## src/rtl/arb_pkg.sv

```systemverilog
// Shared types and sizes for the 8-way round-robin arbiter.
package arb_pkg;

  localparam int unsigned ARB_N     = 8;
  localparam int unsigned ARB_IDX_W = 3;

  typedef enum logic {ARB_IDLE, ARB_GRANT} arb_state_t;

  typedef logic [ARB_N-1:0]     arb_vec_t;
  typedef logic [ARB_IDX_W-1:0] arb_idx_t;

endpackage

```

## src/rtl/rr_arbiter_8_if.sv

```systemverilog
// Request/grant bundle for rr_arbiter_8; the arbiter takes the slave side.
// The lock signal exists only when GRANT_LOCK_EN is defined.
interface rr_arbiter_8_if;
  import arb_pkg::*;

  logic     en;
  arb_vec_t req;
  logic     out_ready;
`ifdef GRANT_LOCK_EN
  logic     lock;
`endif
  arb_vec_t gnt;
  arb_idx_t gnt_idx;
  logic     out_valid;

  modport slave (
    input  en,
    input  req,
    input  out_ready,
`ifdef GRANT_LOCK_EN
    input  lock,
`endif
    output gnt,
    output gnt_idx,
    output out_valid
  );

  modport master (
    output en,
    output req,
    output out_ready,
`ifdef GRANT_LOCK_EN
    output lock,
`endif
    input  gnt,
    input  gnt_idx,
    input  out_valid
  );

endinterface

```

## src/rtl/rr_arbiter_8_pick.sv

```systemverilog
// Combinational round-robin pick: first set request at or after i_ptr, wrapping 7->0.
module rr_pick
  import arb_pkg::*;
(
  input  arb_vec_t i_req,
  input  arb_idx_t i_ptr,
  output logic     o_any,
  output arb_vec_t o_pick_oh,
  output arb_idx_t o_pick_idx
);

  arb_vec_t w_rot;
  arb_vec_t w_low_oh;
  arb_idx_t w_low_idx;

  // Rotate so that position i_ptr lands on bit 0.
  assign w_rot = arb_vec_t'({i_req, i_req} >> i_ptr);

  always_comb begin
    w_low_oh  = '0;
    w_low_idx = '0;
    for (int i = ARB_N - 1; i >= 0; i--) begin
      if (w_rot[i]) begin
        w_low_oh  = arb_vec_t'(1) << i;
        w_low_idx = arb_idx_t'(i);
      end
    end
  end

  assign o_any      = |i_req;
  assign o_pick_oh  = arb_vec_t'(({w_low_oh, w_low_oh} << i_ptr) >> ARB_N);
  assign o_pick_idx = w_low_idx + i_ptr;

endmodule

```

## src/rtl/rr_arbiter_8.sv

```systemverilog
// Round-robin arbiter with registered one-hot grant held on a valid/ready handshake.
// Optional GRANT_LOCK_EN adds a lock input that re-grants the same requester for bursts.
module rr_arbiter_8
  import arb_pkg::*;
(
  input logic           i_clk,
  input logic           i_rst,
  rr_arbiter_8_if.slave bus
);

  arb_state_t r_state;
  arb_idx_t   r_ptr;
  arb_vec_t   r_gnt;
  arb_idx_t   r_gnt_idx;
  logic       r_out_valid;

  logic     w_accept;
  logic     w_lock_hit;
  logic     w_any;
  arb_idx_t w_ptr_inc;
  arb_idx_t w_pick_ptr;
  arb_vec_t w_pick_oh;
  arb_idx_t w_pick_idx;

  assign w_accept  = r_out_valid & bus.out_ready;
  assign w_ptr_inc = r_gnt_idx + 3'd1;
  // In GRANT the search for a back-to-back grant starts from the post-accept pointer.
  assign w_pick_ptr = (r_state == ARB_GRANT) ? w_ptr_inc : r_ptr;

`ifdef GRANT_LOCK_EN
  assign w_lock_hit = bus.lock & bus.en & bus.req[r_gnt_idx];
`else
  assign w_lock_hit = 1'b0;
`endif

  rr_pick u_pick (
    .i_req      (bus.req),
    .i_ptr      (w_pick_ptr),
    .o_any      (w_any),
    .o_pick_oh  (w_pick_oh),
    .o_pick_idx (w_pick_idx)
  );

  always_ff @(posedge i_clk) begin
    if (i_rst) begin
      r_state     <= ARB_IDLE;
      r_ptr       <= '0;
      r_gnt       <= '0;
      r_gnt_idx   <= '0;
      r_out_valid <= 1'b0;
    end else begin
      case (r_state)
        ARB_IDLE: begin
          if (bus.en && w_any) begin
            r_gnt       <= w_pick_oh;
            r_gnt_idx   <= w_pick_idx;
            r_out_valid <= 1'b1;
            r_state     <= ARB_GRANT;
          end
        end
        ARB_GRANT: begin
          // A lock hit keeps gnt, gnt_idx and ptr exactly as they are.
          if (w_accept && !w_lock_hit) begin
            r_ptr <= w_ptr_inc;
            if (bus.en && w_any) begin
              r_gnt     <= w_pick_oh;
              r_gnt_idx <= w_pick_idx;
            end else begin
              r_gnt       <= '0;
              r_gnt_idx   <= '0;
              r_out_valid <= 1'b0;
              r_state     <= ARB_IDLE;
            end
          end
        end
        default: r_state <= ARB_IDLE;
      endcase
    end
  end

  assign bus.gnt       = r_gnt;
  assign bus.gnt_idx   = r_gnt_idx;
  assign bus.out_valid = r_out_valid;

endmodule

```

## src/flat_wrapper.sv

```systemverilog
// flat-port wrapper written by rule: the top's interface ports become plain ports
module rr_arbiter_8_flat import arb_pkg::*;
  (i_clk, i_rst, bus_en, bus_req, bus_out_ready, bus_gnt, bus_gnt_idx, bus_out_valid);
  rr_arbiter_8_if bus_i ();
  input logic i_clk;
  input logic i_rst;
  input wire logic [$bits(bus_i.en)-1:0] bus_en;
  input wire logic [$bits(bus_i.req)-1:0] bus_req;
  input wire logic [$bits(bus_i.out_ready)-1:0] bus_out_ready;
  output wire logic [$bits(bus_i.gnt)-1:0] bus_gnt;
  output wire logic [$bits(bus_i.gnt_idx)-1:0] bus_gnt_idx;
  output wire logic [$bits(bus_i.out_valid)-1:0] bus_out_valid;
  assign bus_i.en = bus_en;
  assign bus_i.req = bus_req;
  assign bus_i.out_ready = bus_out_ready;
  assign bus_gnt = bus_i.gnt;
  assign bus_gnt_idx = bus_i.gnt_idx;
  assign bus_out_valid = bus_i.out_valid;
  rr_arbiter_8 u_core (.i_clk(i_clk), .i_rst(i_rst), .bus(bus_i));
endmodule
```

## config.mk

```make
export PLATFORM = sky130hd
export DESIGN_NAME = rr_arbiter_8_flat
export DESIGN_NICKNAME = d
export VERILOG_FILES = /design/src/rtl/arb_pkg.sv /design/src/rtl/rr_arbiter_8_if.sv /design/src/rtl/rr_arbiter_8_pick.sv /design/src/rtl/rr_arbiter_8.sv /design/src/flat_wrapper.sv
export SDC_FILE = /design/constraint.sdc
export NUM_CORES = 1
export LEC_CHECK = 0
export CORE_MARGIN = 2
export CORE_UTILIZATION = 32
export CTS_BUF_LIST = sky130_fd_sc_hd__clkbuf_2
export DETAILED_ROUTE_END_ITERATION = 8
export PLACE_DENSITY = 0.51
export SYNTH_ARGS = -nofsm -noshare
export SYNTH_HDL_FRONTEND = slang
export SYNTH_HIERARCHICAL = 1
export SYNTH_SLANG_ARGS = --single-unit
```

## constraint.sdc

```tcl
create_clock -name i_clk -period 3.95 [get_ports i_clk]
set_clock_uncertainty 0.2 [all_clocks]
set_input_delay 0.395 -clock i_clk [delete_from_list [all_inputs] [get_ports i_clk]]
set_output_delay 0.395 -clock i_clk [all_outputs]
set_load 0.01 [all_outputs]
```

Fig. 1: power grid
Scale bar: 20 um. Pins as bars on the die edge. Tap cells in grey.
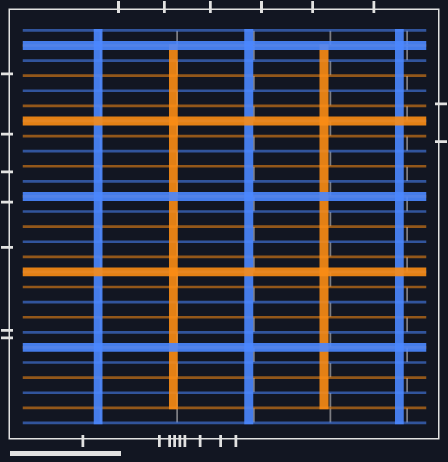
Key: VDD = orange; VSS = blue
24 signal pins sit on the boundary. 27 met1 rails follow the rows.

Fig. 2: placement by cell class
Scale bar: 20 um.
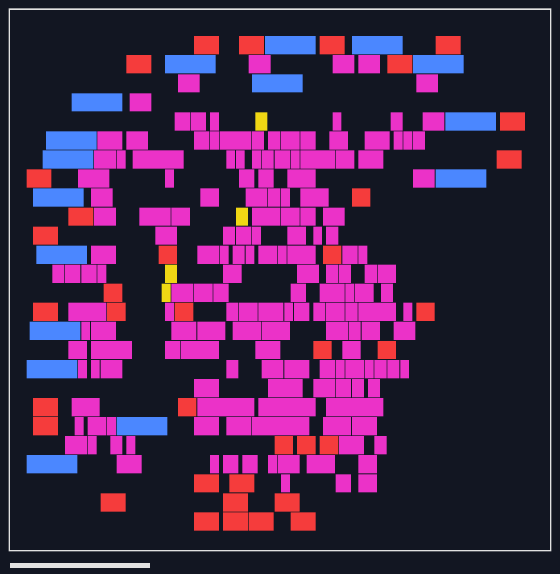
Key: registers = blue [cells 16]; clock drivers and dummy loads = yellow [cells 4]; remaining buffers and delay cells = red [cells 36]; remaining logic cells = magenta [cells 168]

Fig. 3: clock wires, drivers and flops
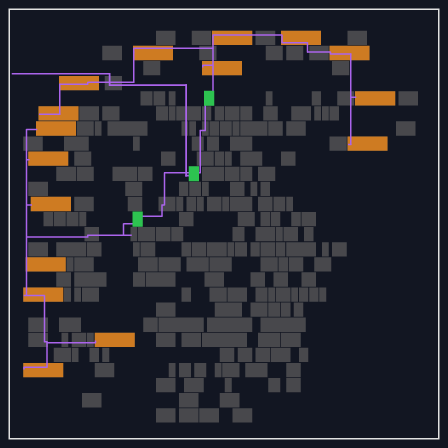
Key: clock wires = purple [length 275 um]; clock-net drivers = green [count 3]; flip-flops = orange [count 16]
There are 4 routed clock nets.
Clk power: 0.0785 mW
Clk Latency, worst-skew pair: 0.31 ns
Clk pwr share: 0.134

==> out/qor.csv <==
metric;value;unit
CP endpoint kind;flip-flop;
HP Class;reg -> reg;
pin count of the biggest net entering global routing;19;
PortBufs;23;
Die Ht;77.1;um
total power;0.587;mW
Critical Path AT;3.66;ns
Gate Count Post-Synth;202;
Area-dominant class;multi-input combinational cells;
result of the run;finished clean;
comb. cell area;1240;um^2
switch share;0.415;
DR vias/cell;5.67;
tool warnings;26;
cell type with the largest total area;dfxtp_1;
fraction of registers with async set/reset;0;
Setup WS post-layout;0.318;ns
Non-CTS buffers;36;
DR WL met3;245;um
registers;16;
routed via count;1667;
final worst-path cycle share;0.919;
terminating pin of the worst hold path;u_core/r_ptr[0];
layout cell share with drive strength beyond 1;0.170;
fin cells;294;
max frequency;0.275;GHz
uppermost routed layer;met4;
Reg2Reg Depth;15;
die width;77.1;um
gpl congestion;0.918;
setup_tns;0;ns
Crit path required time;3.98;ns
Signal inverters;8;
Inst Count DP;290;
P_int;0.344;mW
Bufs on Longest Clock Path;2;
total track usage;0.162;
Fig. 4: wiring by layer
Scale bar: 20 um. Only two layers are drawn.
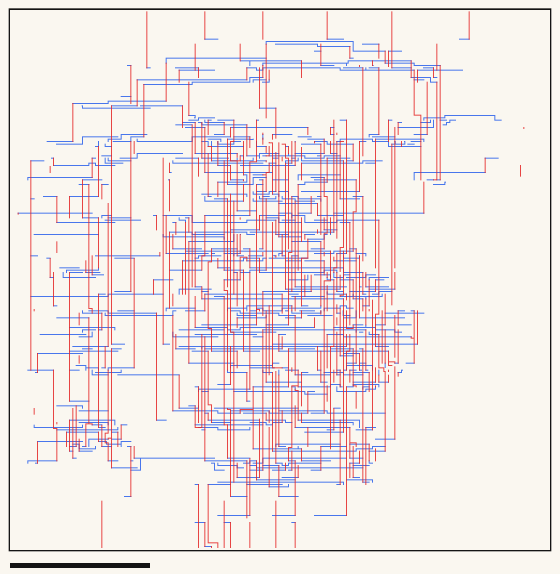
Key: M1 = blue [wire length 2100 um]; M2 = red [wire length 2200 um]

Fig. 5: placed standard cells
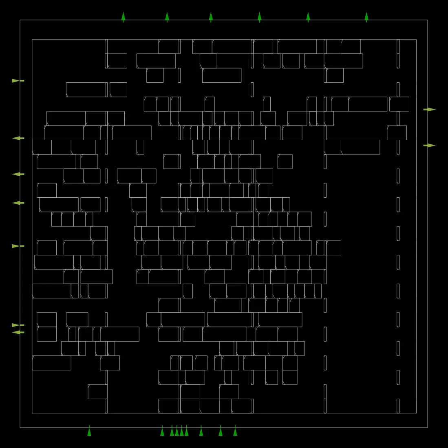
num tapcells: 70
core box area: 5140 um^2
Row Count: 26
Fillers: 541
Final Util: 0.395

==> critical path: cells and delay by family (launching register included) <==
family          cells  cell delay (ns)
mux                 1             0.34
compound gates      6             1.01
xor+xnor            1             0.17
fa+ha+maj           3             0.82
buf+inv             3             0.38
simple gates        1             0.26
flops               1             0.38
==> cells by family (layout without fill, tap and decap cells) <==
logic type / Yosys count / after routing / synth area share
AOI/OAI and AO/OA: 65 / 65 / 0.279
and+or+nand+nor: 63 / 63 / 0.211
muxes: 26 / 26 / 0.192
buffers and inverters: 26 / 48 / 0.0900
DFF: 16 / 16 / 0.187
adders and majority gates: 3 / 3 / 0.0263
xor gates and xnor gates: 3 / 3 / 0.0154
Power is estimated from default activity; no workload was simulated.
